<file path="src/rtl/mic_level_reader_pkg.sv">
`default_nettype none
// ============================================================================
// Module      : mic_level_reader_pkg
// Description : Shared FSM encoding and sample/magnitude width constants for
//               the microphone level reader.
// Revision    : 1.0 - initial release
// ============================================================================
package mic_level_reader_pkg;

  // Codec words are 32-bit; only the top half carries useful precision.
  localparam int SAMPLE_HI = 31;
  localparam int SAMPLE_LO = 16;

  // Width of a single-channel sample and of the averaged magnitude.
  localparam int MAG_W = 16;

  typedef enum logic [1:0] {
    ST_IDLE = 2'd0,
    ST_MAG  = 2'd1,
    ST_ACC  = 2'd2
  } state_e;

endpackage
`default_nettype wire

</file>
<file path="src/rtl/mic_level_reader_if.sv">
`default_nettype none
// ============================================================================
// Module      : mic_level_reader_if
// Description : Audio_Controller input-stream handshake: sample-pair
//               availability, the two channel words and the pop strobe.
// Revision    : 1.0 - initial release
// ============================================================================
interface mic_level_reader_if;

  logic        audio_in_available;
  logic [31:0] left_channel_audio_in;
  logic [31:0] right_channel_audio_in;
  logic        read_audio_in;

  // Audio_Controller side: offers samples, receives the pop strobe.
  modport master (
    output audio_in_available,
    output left_channel_audio_in,
    output right_channel_audio_in,
    input  read_audio_in
  );

  // Reader side: consumes samples, issues the pop strobe.
  modport slave (
    input  audio_in_available,
    input  left_channel_audio_in,
    input  right_channel_audio_in,
    output read_audio_in
  );

endinterface
`default_nettype wire

</file>
<file path="src/rtl/mic_level_reader_audio_mag.sv">
`default_nettype none
// ============================================================================
// Module      : mic_level_reader_audio_mag
// Description : Combinational stereo magnitude: saturated |L| and |R|,
//               summed on 17 bits and halved back to 16 bits.
// Revision    : 1.0 - initial release
// ============================================================================
module mic_level_reader_audio_mag
  import mic_level_reader_pkg::*;
(
  input  logic signed [MAG_W-1:0] l_i,
  input  logic signed [MAG_W-1:0] r_i,
  output logic        [MAG_W-1:0] mag_o
);

  // -32768 has no positive 16-bit counterpart, so it clamps to +32767.
  function automatic logic [MAG_W-1:0] sat_abs(input logic signed [MAG_W-1:0] x);
    logic [MAG_W-1:0] res;
    if (x == {1'b1, {(MAG_W-1){1'b0}}}) begin
      res = {1'b0, {(MAG_W-1){1'b1}}};
    end else if (x[MAG_W-1]) begin
      res = -x;
    end else begin
      res = x;
    end
    return res;
  endfunction

  logic [MAG_W:0] sum_w;

  // Average of the two channel magnitudes; the extra sum bit avoids overflow.
  always_comb begin
    sum_w = {1'b0, sat_abs(l_i)} + {1'b0, sat_abs(r_i)};
  end

  assign mag_o = sum_w[MAG_W:1];

endmodule
`default_nettype wire

</file>
<file path="src/rtl/mic_level_reader.sv">
`default_nettype none
// ============================================================================
// Module      : mic_level_reader
// Description : Pops microphone sample pairs, averages their magnitude over
//               2^WIN_LOG2 samples, reports window mean/peak and drives a
//               hysteresis blow detector.
// Revision    : 1.0 - initial release
// ============================================================================
module mic_level_reader
  import mic_level_reader_pkg::*;
#(
  parameter int WIN_LOG2 = 8
) (
  input  logic                 CLOCK_50,
  input  logic                 resetn,
  input  logic                 enable,
  mic_level_reader_if.slave    audio,
  input  logic [MAG_W-1:0]     th_on,
  input  logic [MAG_W-1:0]     th_off,
  output logic [MAG_W-1:0]     level,
  output logic [MAG_W-1:0]     peak,
  output logic                 level_valid,
  output logic                 blow_active,
  output logic                 blow_pulse
);

  localparam int ACC_W = MAG_W + WIN_LOG2;

  state_e                   state_q, state_d;
  logic                     read_w;
  logic signed [MAG_W-1:0]  l_q, r_q;
  logic        [MAG_W-1:0]  mag_w, mag_q;
  logic        [ACC_W-1:0]  acc_q, acc_sum_w;
  logic     [WIN_LOG2-1:0]  cnt_q;
  logic        [MAG_W-1:0]  runpeak_q, peak_max_w;
  logic        [MAG_W-1:0]  level_q, peak_q;
  logic                     lv_q, blow_q, pulse_q;
  logic                     unused_lo_w;

  // Lower halves of the codec words carry no useful precision.
  assign unused_lo_w = ^{audio.left_channel_audio_in[SAMPLE_LO-1:0],
                         audio.right_channel_audio_in[SAMPLE_LO-1:0]};

  mic_level_reader_audio_mag u_audio_mag (
    .l_i   (l_q),
    .r_i   (r_q),
    .mag_o (mag_w)
  );

  assign acc_sum_w  = acc_q + {{WIN_LOG2{1'b0}}, mag_q};
  assign peak_max_w = (mag_q > runpeak_q) ? mag_q : runpeak_q;

  // State register.
  always_ff @(posedge CLOCK_50 or negedge resetn) begin
    if (!resetn) begin
      state_q <= ST_IDLE;
    end else begin
      state_q <= state_d;
    end
  end

  // Next state: one pop, one magnitude cycle, one accumulate cycle.
  always_comb begin
    state_d = state_q;
    case (state_q)
      ST_IDLE: if (read_w) state_d = ST_MAG;
      ST_MAG:  state_d = ST_ACC;
      ST_ACC:  state_d = ST_IDLE;
      default: state_d = ST_IDLE;
    endcase
  end

  // Pop strobe: only from IDLE, so it can never fire on back-to-back cycles;
  // gated by resetn so no strobe escapes while reset is held.
  always_comb begin
    read_w = resetn && (state_q == ST_IDLE) && enable && audio.audio_in_available;
  end

  assign audio.read_audio_in = read_w;

  // Sample capture, magnitude register, window accumulation and reporting.
  always_ff @(posedge CLOCK_50 or negedge resetn) begin
    if (!resetn) begin
      l_q       <= '0;
      r_q       <= '0;
      mag_q     <= '0;
      acc_q     <= '0;
      cnt_q     <= '0;
      runpeak_q <= '0;
      level_q   <= '0;
      peak_q    <= '0;
      lv_q      <= 1'b0;
    end else begin
      lv_q <= 1'b0;
      case (state_q)
        ST_IDLE: begin
          if (read_w) begin
            l_q <= audio.left_channel_audio_in[SAMPLE_HI:SAMPLE_LO];
            r_q <= audio.right_channel_audio_in[SAMPLE_HI:SAMPLE_LO];
          end else if (!enable) begin
            acc_q     <= '0;
            cnt_q     <= '0;
            runpeak_q <= '0;
          end
        end
        ST_MAG: begin
          mag_q <= mag_w;
        end
        ST_ACC: begin
          cnt_q <= cnt_q + 1'b1;
          if (&cnt_q) begin
            level_q   <= acc_sum_w[ACC_W-1:WIN_LOG2];
            peak_q    <= peak_max_w;
            lv_q      <= 1'b1;
            acc_q     <= '0;
            runpeak_q <= '0;
          end else begin
            acc_q     <= acc_sum_w;
            runpeak_q <= peak_max_w;
          end
        end
        default: ;
      endcase
    end
  end

  // Hysteresis detector, evaluated once per fresh level; set wins over clear.
  always_ff @(posedge CLOCK_50 or negedge resetn) begin
    if (!resetn) begin
      blow_q  <= 1'b0;
      pulse_q <= 1'b0;
    end else begin
      pulse_q <= 1'b0;
      if (lv_q) begin
        if (level_q >= th_on) begin
          blow_q  <= 1'b1;
          pulse_q <= !blow_q;
        end else if (level_q < th_off) begin
          blow_q <= 1'b0;
        end
      end
    end
  end

  assign level       = level_q;
  assign peak        = peak_q;
  assign level_valid = lv_q;
  assign blow_active = blow_q;
  assign blow_pulse  = pulse_q;

endmodule
`default_nettype wire

</file>
<file path="src/flat_wrapper.sv">
// flat-port wrapper written by rule: the top's interface ports become plain ports
module mic_level_reader_flat import mic_level_reader_pkg::*;
#(
  parameter int WIN_LOG2 = 8
)
  (CLOCK_50, resetn, enable, th_on, th_off, level, peak, level_valid, blow_active, blow_pulse, audio_audio_in_available, audio_left_channel_audio_in, audio_right_channel_audio_in, audio_read_audio_in);
  mic_level_reader_if audio_i ();
  input  logic CLOCK_50;
  input  logic resetn;
  input  logic enable;
  input  logic [MAG_W-1:0] th_on;
  input  logic [MAG_W-1:0] th_off;
  output logic [MAG_W-1:0] level;
  output logic [MAG_W-1:0] peak;
  output logic level_valid;
  output logic blow_active;
  output logic blow_pulse;
  input wire logic [$bits(audio_i.audio_in_available)-1:0] audio_audio_in_available;
  input wire logic [$bits(audio_i.left_channel_audio_in)-1:0] audio_left_channel_audio_in;
  input wire logic [$bits(audio_i.right_channel_audio_in)-1:0] audio_right_channel_audio_in;
  output wire logic [$bits(audio_i.read_audio_in)-1:0] audio_read_audio_in;
  assign audio_i.audio_in_available = audio_audio_in_available;
  assign audio_i.left_channel_audio_in = audio_left_channel_audio_in;
  assign audio_i.right_channel_audio_in = audio_right_channel_audio_in;
  assign audio_read_audio_in = audio_i.read_audio_in;
  mic_level_reader #(.WIN_LOG2(WIN_LOG2)) u_core (.CLOCK_50(CLOCK_50), .resetn(resetn), .enable(enable), .audio(audio_i), .th_on(th_on), .th_off(th_off), .level(level), .peak(peak), .level_valid(level_valid), .blow_active(blow_active), .blow_pulse(blow_pulse));
endmodule
</file>
<file path="config.mk">
export PLATFORM = sky130hd
export DESIGN_NAME = mic_level_reader_flat
export DESIGN_NICKNAME = d
export VERILOG_FILES = /design/src/rtl/mic_level_reader_pkg.sv /design/src/rtl/mic_level_reader_if.sv /design/src/rtl/mic_level_reader_audio_mag.sv /design/src/rtl/mic_level_reader.sv /design/src/flat_wrapper.sv
export SDC_FILE = /design/constraint.sdc
export NUM_CORES = 1
export LEC_CHECK = 0
export CORE_MARGIN = 5
export CORE_UTILIZATION = 55
export CTS_CLUSTER_DIAMETER = 120
export CTS_CLUSTER_SIZE = 14
export DETAILED_ROUTE_END_ITERATION = 12
export GPL_ROUTABILITY_DRIVEN = 0
export PLACE_DENSITY_LB_ADDON = 0.1
export SYNTH_ARGS = -nofsm -noshare
export SYNTH_HDL_FRONTEND = slang
export SYNTH_SLANG_ARGS = --single-unit
</file>
<file path="constraint.sdc">
create_clock -name CLOCK_50 -period 5 [get_ports CLOCK_50]
set_clock_uncertainty 0.1 [all_clocks]
set_input_delay 1 -clock CLOCK_50 [delete_from_list [all_inputs] [get_ports CLOCK_50]]
set_output_delay 1 -clock CLOCK_50 [all_outputs]
set_load 0.01 [all_outputs]
</file>
==> results.py, run 1 <==
# Auto-generated metrics
metrics = {
    "critical_path": {
        "critPathSlowestCell": "or4b_4",
        "cp_num_cells": 15,
        "critPathMaxFanout": 5,
        "cp-start-kind": "register",
        "crit_end": "u_core.mag_q[14]$_DFFE_PN0N_",
        "path_delay_family": "AND-OR/OR-AND gates",
        "rr_worst_depth": 15,
        "required_ns": 5.21,
        "cp_num_buf_inv": 1,
        "r2r-start": "u_core.l_q[0]$_DFFE_PN0P_",
        "startpoint": "u_core.l_q[0]$_DFFE_PN0P_",
        "crit_type": "reg -> reg",
        "cp_data_arrival_time_ns": 4.17,
        "timing.rr.end": "u_core.mag_q[14]$_DFFE_PN0N_",
        "reg2reg_setup_slack_ns": 1.04,
        "crit_path_max_incr_delay_ns": 0.50,
    },
    "global_route": {
        "grt.busiest_layer": "met2",
        "antenna_found_initial": 0,
        "grt-ovfl-total": 0,
        "grt_pass1_vias": 6846,
        "use_met2": 0.3739,
        "grt_pass1_wl_microns": 32350,
        "met1_usage": 0.2797,
        "grt_max_degree": 69,
        "grtUsageMet3": 0.03900,
    },
    "placed_design": {
        "pre_cts_ws_ns": 1.073,
        "dp.cells": 1301,
        "placed_cell_area_sq_um": 9955,
    },
    "synthesis": {
        "edf_count": 0,
        "ys_sh_simple": 0.1858,
        "ys.flops": 133,
        "top_area_frac": 0.3828,
        "ys_area_sq_um": 8695,
        "ys_seq_frac": 0.3828,
        "synth.avg_cell_area_sq_um": 8.669,
        "compound_area_frac": 0.1826,
        "top_cells_by_area": "dfrtp_1 38%, ha_1 12%, nand2_1 9.0%, o21ai_0 5.1%, xor2_1 3.2%",
        "mux_share": 0.02864,
        "async_reset_ff_frac": 1.000,
        "yosysCellCount": 1003,
        "synthesis.instances": 1003,
        "ff_type": "dfrtp_1",
        "syn_nets": 1186,
        "largest_area_cell": "dfrtp_1",
        "common_cells": "208 x nand2_1, 133 x dfrtp_1, 89 x o21ai_0",
        "synth_top_cell_by_count": "nand2_1",
        "netlist_area_sq_um": 8695,
        "xor_share": 0.05440,
        "yosysWarnings": 0,
        "synth_cell_type_count": 62,
        "synth_adder_area_share": 0.1212,
    },
    "floorplan": {
        "coreArea_sq_um": 15710,
        "fp.dieW_microns": 135.7,
        "dieHeight_microns": 135.7,
        "num_rows": 46,
        "initCoreUtil": 0.5534,
        "die_area_sq_um": 18420,
        "taps": 216,
    },
    "clock_network": {
        "clk_path_buf_depth": 2,
        "hold_buffers": 0,
        "h-tree-depth": 4,
        "numClockSinks": 133,
        "numCtsBuffers": 17,
        "cts_root_buffer": "clkbuf_16",
        "post_cts_resized": 0,
        "tritoncts": "done",
        "post-cts-setup-buffers": 0,
        "clkLatencyLatePin_ns": 0.43,
        "clkTransAtPathRegs_ns": 0.06,
    },
    "detailed_routing": {
        "drc": 0,
        "antenna_left": 0,
        "dr_wl_met3_microns": 768,
        "routed-wl-met2_microns": 9542,
        "drt_iter0_markers": 266,
        "viasPerCell": 5.395,
        "wl_met1_microns": 8690,
        "firstDrtPassIters": 4,
    },
    "power_and_ir_drop": {
        "switching_share": 0.3772,
        "power.share.combinational": 0.395,
        "powerClk_mw": 1.19,
        "p_leak_nw": 5.055,
        "intPower_mw": 2.732,
        "powerDensity_nw_per_um2": 416.6,
        "switchingPower_mw": 1.654,
        "ir_drop_v": 0.0002822,
        "top_power_group": "combinational cells",
        "comb_power_mw": 1.73,
        "total_power_mw": 4.386,
    },
    "min_path": {
        "holdPathEnd": "u_core.peak[8]$_DFFE_PN0P_",
        "hold_class": "reg -> reg",
        "min-delay-start": "u_core.peak[8]$_DFFE_PN0P_",
        "hold_path_depth": 2,
    },
    "final_layout": {
        "sh_comb_area": 0.4730,
        "top_register": "u_core.acc_q",
        "final_layout_top_logic_cell": "nand2_1",
        "dominant_cells": "multi-input combinational cells",
        "seq_share": 0.3162,
        "logic_gates": 767,
        "final_cells": 1333,
        "nonClkBufAreaFrac": 0.1056,
        "largest_reg_flops": 24,
        "area_delta_synth_final_pct": 21.07,
        "fillers": 1385,
        "n_all_buffers": 114,
        "inv_count": 71,
        "post-route-util": 0.6699,
        "logic_area_sq_um": 4979,
        "n_antenna_cell": 0,
        "seq_cell_count": 133,
        "mostFrequentLayoutCells": "208 x nand2_1, 133 x dfrtp_1, 102 x clkdlybuf4s50_1",
        "clkbuf_count": 20,
        "clkCellAreaFrac": 0.05432,
        "regArea_sq_um": 3328,
        "final_area_sq_um": 10530,
        "nNetsFinal": 1287,
    },
    "status": {
        "status": "complete, no violations",
    },
    "timing": {
        "tightest_slew_ns": 1.262,
        "fin_crit_ns": 3.962,
        "maxSlewViolCount": 0,
        "rsz0062_at_grt": "no",
        "final_hold_viol_count": 0,
        "holdWs_ns": 0.3753,
        "max_slew_margin": 0.1533,
        "finalCritPeriodShare": 0.7923,
        "setup_viol": 0,
        "fin_ws_ns": 1.038,
    },
    "job": {
        "warning_count": 58,
        "maxCapViolations": 0,
    },
}
==> run_1/wires.png <==
Two of the layers only.
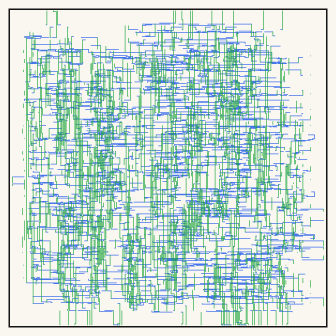
metal 1 -> blue  # wire length 8690 microns
metal 2 -> green  # wire length 9540 microns
routed wire length: 19390 microns
GRT Overall Usage: 0.2181
via count: 7192
wire length per cell: 14.54 microns

==> run_1/detail.png <==
Window x 14 to 54, y 82 to 122 microns. Cells in grey, sequential cells in the stronger grey; small squares are vias.
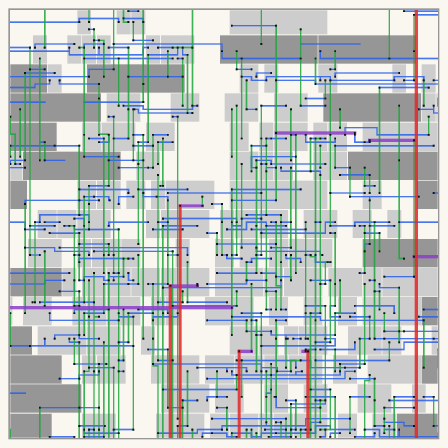
metal 1 -> blue
metal 3 -> purple
metal 4 -> red
metal 2 -> green
netlist names of flops here include = `u_core.r_q` (6), `u_core.mag_q` (5)
most frequent = nand2_1 (27), o21ai_0 (11), dfrtp_1 (11)
cells with their middle in the window = 130
sequential cells in the window = 11

==> run_1/io_fan.png <==
Bar = 50 microns.
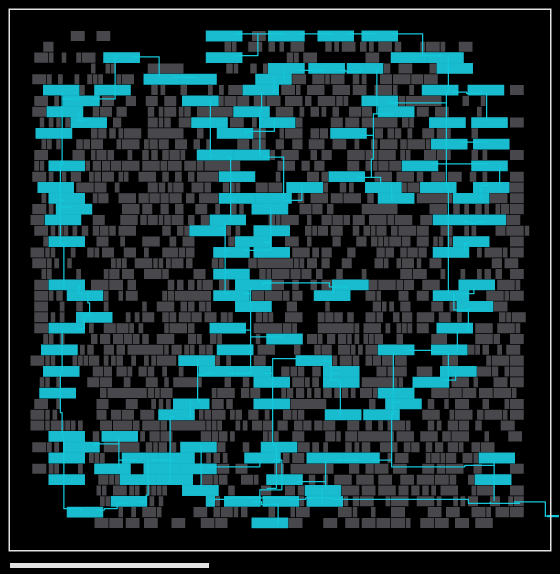
`resetn` -> cyan  # direction input, end cells 134, buffers 3, wire 1060 microns
IO Count: 136
IO buf count: 103

==> run_1/flops_by_reg.png <==
Bar = 50 microns. Other sequential cells in the stronger grey, the rest of the logic in the fainter grey.
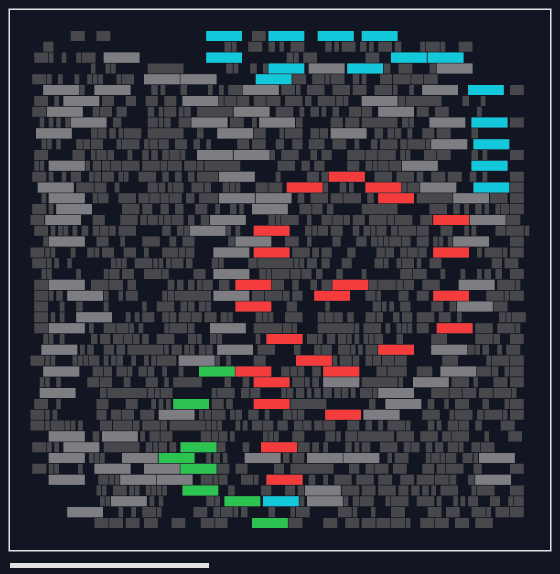

--- run 2 (diff from run 1) ---
--- a/config.mk
+++ b/config.mk
@@ -6,7 +6,7 @@
 export NUM_CORES = 1
 export LEC_CHECK = 0
 export CORE_MARGIN = 5
-export CORE_UTILIZATION = 55
+export CORE_UTILIZATION = 50
 export CTS_CLUSTER_DIAMETER = 120
 export CTS_CLUSTER_SIZE = 14
 export DETAILED_ROUTE_END_ITERATION = 12
==> constraint.sdc (replaced) <==
create_clock -name CLOCK_50 -period 3.6 [get_ports CLOCK_50]
set_clock_uncertainty 0.1 [all_clocks]
set_input_delay 0.72 -clock CLOCK_50 [delete_from_list [all_inputs] [get_ports CLOCK_50]]
set_output_delay 0.72 -clock CLOCK_50 [all_outputs]
set_load 0.01 [all_outputs]
==> run_2/flops_by_reg.png <==
Bar = 50 microns. Other sequential cells in the stronger grey, the rest of the logic in the fainter grey.
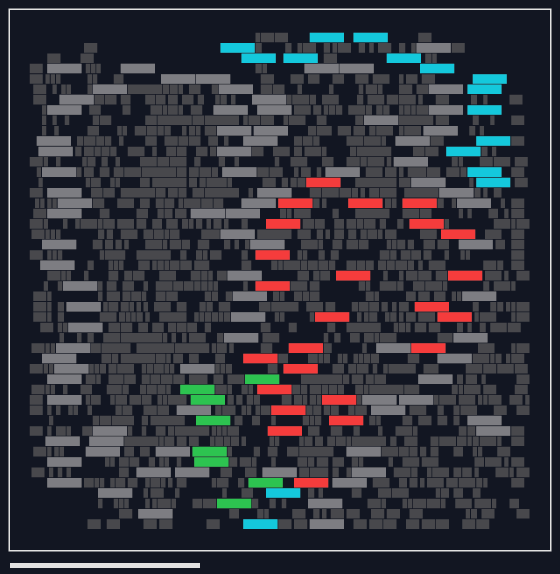
`u_core.peak` -> cyan  # placed flops 16
`u_core.cnt_q` -> green  # placed flops 8
`u_core.acc_q` -> red  # placed flops 24
not coloured = 85
sequential cell area: 3328 sq um
Post-Route Utilization: 0.6506
Seq. pwr: 2.00 mW

==> run_2/io_fan.png <==
Bar = 50 microns.
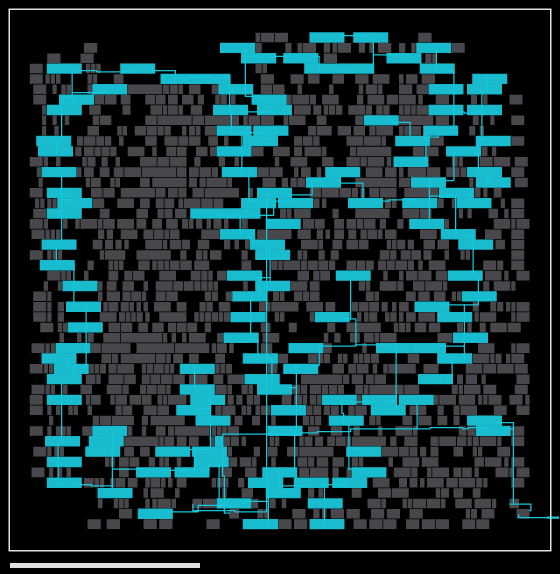
`resetn` -> cyan  # direction input, end cells 134, buffers 4, wire 1130 microns

==> run_2/detail.png <==
Window x 15 to 55, y 86 to 126 microns. Cells in grey, sequential cells in the stronger grey; small squares are vias.
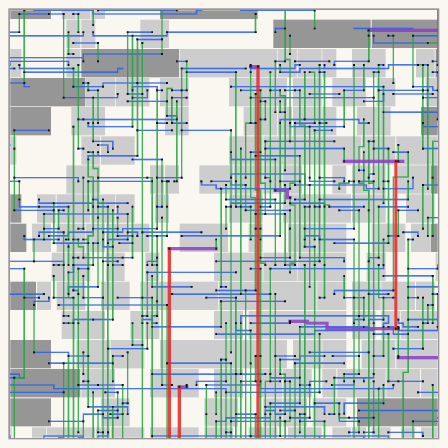
metal 1 -> blue
metal 4 -> red
metal 2 -> green
metal 3 -> purple
sequential cells in the window = 6
cells with their middle in the window = 118
netlist names of flops here include = `u_core.mag_q` (3), `u_core.r_q` (3)
most frequent = nand2_1 (17), buf_4 (16), o21ai_0 (10)

==> run 2 against run 1 <==
  * Combinational power up 69%
  * Critical path depth stayed put
  * Die size grew 9.3%
  * Flip-flop count did not move
  * Total power grew 53%
  * Largest power group unchanged
==> results.py, run 2 <==
# Auto-generated metrics
metrics = {
    "synthesis": {
        "netlist_area_sq_um": 8695,
        "synth_adder_area_share": 0.1212,
        "ys_sh_simple": 0.1858,
        "compound_area_frac": 0.1826,
        "synth.avg_cell_area_sq_um": 8.669,
        "async_reset_ff_frac": 1.000,
        "ys_seq_frac": 0.3828,
        "top_area_frac": 0.3828,
        "synth_top_cell_by_count": "nand2_1",
        "ff_type": "dfrtp_1",
        "edf_count": 0,
        "top_cells_by_area": "dfrtp_1 38%, ha_1 12%, nand2_1 9.0%, o21ai_0 5.1%, xor2_1 3.2%",
        "xor_share": 0.05440,
        "synth_cell_type_count": 62,
        "yosysCellCount": 1003,
        "ys_area_sq_um": 8695,
        "synthesis.instances": 1003,
        "ys.flops": 133,
        "yosysWarnings": 0,
        "mux_share": 0.02864,
        "largest_area_cell": "dfrtp_1",
        "common_cells": "208 x nand2_1, 133 x dfrtp_1, 89 x o21ai_0",
    },
    "floorplan": {
        "num_rows": 48,
        "dieHeight_microns": 141.9,
        "coreArea_sq_um": 17180,
        "initCoreUtil": 0.5062,
        "fp.dieW_microns": 141.9,
        "die_area_sq_um": 20130,
        "io_pins": 136,
        "taps": 225,
    },
    "clock_network": {
        "clk_path_buf_depth": 2,
        "h-tree-depth": 4,
        "hold_buffers": 1,
        "tritoncts": "done",
        "clkTransAtPathRegs_ns": 0.06,
        "numCtsBuffers": 17,
        "clkLatencyLatePin_ns": 0.42,
        "cts_root_buffer": "clkbuf_16",
        "numClockSinks": 133,
        "post_cts_resized": 8,
        "post-cts-setup-buffers": 0,
    },
    "power_and_ir_drop": {
        "switching_share": 0.3624,
        "p_leak_nw": 5.368,
        "comb_power_mw": 2.93,
        "top_power_group": "combinational cells",
        "powerDensity_nw_per_um2": 600.2,
        "ir_drop_v": 0.0003921,
        "total_power_mw": 6.707,
        "powerClk_mw": 1.78,
        "power.share.combinational": 0.436,
        "switchingPower_mw": 2.431,
        "intPower_mw": 4.277,
    },
    "min_path": {
        "hold_path_depth": 2,
        "holdPathEnd": "u_core.peak[6]$_DFFE_PN0P_",
        "hold_class": "reg -> reg",
        "min-delay-start": "u_core.peak[6]$_DFFE_PN0P_",
    },
    "timing": {
        "maxSlewViolCount": 0,
        "finalCritPeriodShare": 0.9894,
        "tightest_slew_ns": 1.202,
        "setup_viol": 0,
        "fin_ws_ns": 0.03813,
        "rsz0062_at_grt": "yes",
        "final_hold_viol_count": 0,
        "holdWs_ns": 0.3739,
        "fin_crit_ns": 3.562,
        "max_slew_margin": 0.1935,
    },
    "job": {
        "maxCapViolations": 0,
        "warning_count": 60,
    },
    "global_route": {
        "use_met2": 0.3754,
        "met1_usage": 0.2531,
        "grt.busiest_layer": "met2",
        "grtUsageMet3": 0.03943,
        "antenna_found_initial": 0,
        "grt_pass1_wl_microns": 34100,
        "grt_max_degree": 69,
        "track_usage": 0.2088,
        "grt-ovfl-total": 0,
        "grt_pass1_vias": 7263,
    },
    "final_layout": {
        "final_cells": 1398,
        "final_layout_top_logic_cell": "nand2_1",
        "logic_gates": 767,
        "inv_count": 71,
        "n_all_buffers": 171,
        "final_area_sq_um": 11180,
        "area_delta_synth_final_pct": 28.54,
        "nNetsFinal": 1344,
        "nonClkBufAreaFrac": 0.1391,
        "n_antenna_cell": 0,
        "sh_comb_area": 0.4595,
        "logic_area_sq_um": 5135,
        "largest_reg_flops": 24,
        "seq_share": 0.2978,
        "mostFrequentLayoutCells": "208 x nand2_1, 133 x dfrtp_1, 102 x clkdlybuf4s50_1",
        "clkCellAreaFrac": 0.05464,
        "seq_cell_count": 133,
        "clkbuf_count": 23,
        "dominant_cells": "multi-input combinational cells",
        "top_register": "u_core.acc_q",
    },
    "status": {
        "status": "complete, no violations",
    },
    "critical_path": {
        "crit_end": "u_core.mag_q[14]$_DFFE_PN0N_",
        "cp_num_buf_inv": 1,
        "rr_worst_depth": 15,
        "cp_data_arrival_time_ns": 3.76,
        "crit_type": "reg -> reg",
        "startpoint": "u_core.l_q[0]$_DFFE_PN0P_",
        "reg2reg_setup_slack_ns": 0.04,
        "cp_num_cells": 15,
        "critPathSlowestCell": "or4b_4",
        "timing.rr.end": "u_core.mag_q[14]$_DFFE_PN0N_",
        "crit_path_max_incr_delay_ns": 0.49,
        "path_delay_family": "AND-OR/OR-AND gates",
        "r2r-start": "u_core.l_q[0]$_DFFE_PN0P_",
        "required_ns": 3.80,
        "cp-start-kind": "register",
    },
    "detailed_routing": {
        "antenna_left": 0,
        "dr_wl_met3_microns": 844,
        "drc": 0,
        "wl_per_cell_microns": 14.89,
        "routed_wl_microns": 20820,
        "wl_met1_microns": 9010,
        "drt_iter0_markers": 411,
        "viasPerCell": 5.379,
        "vias": 7520,
        "routed-wl-met2_microns": 10510,
        "firstDrtPassIters": 5,
    },
    "placed_design": {
        "dp.cells": 1357,
        "placed_cell_area_sq_um": 10330,
        "pre_cts_ws_ns": -0.09358,
        "portBuffers": 103,
    },
}
Power and IR drop assume default switching activity.
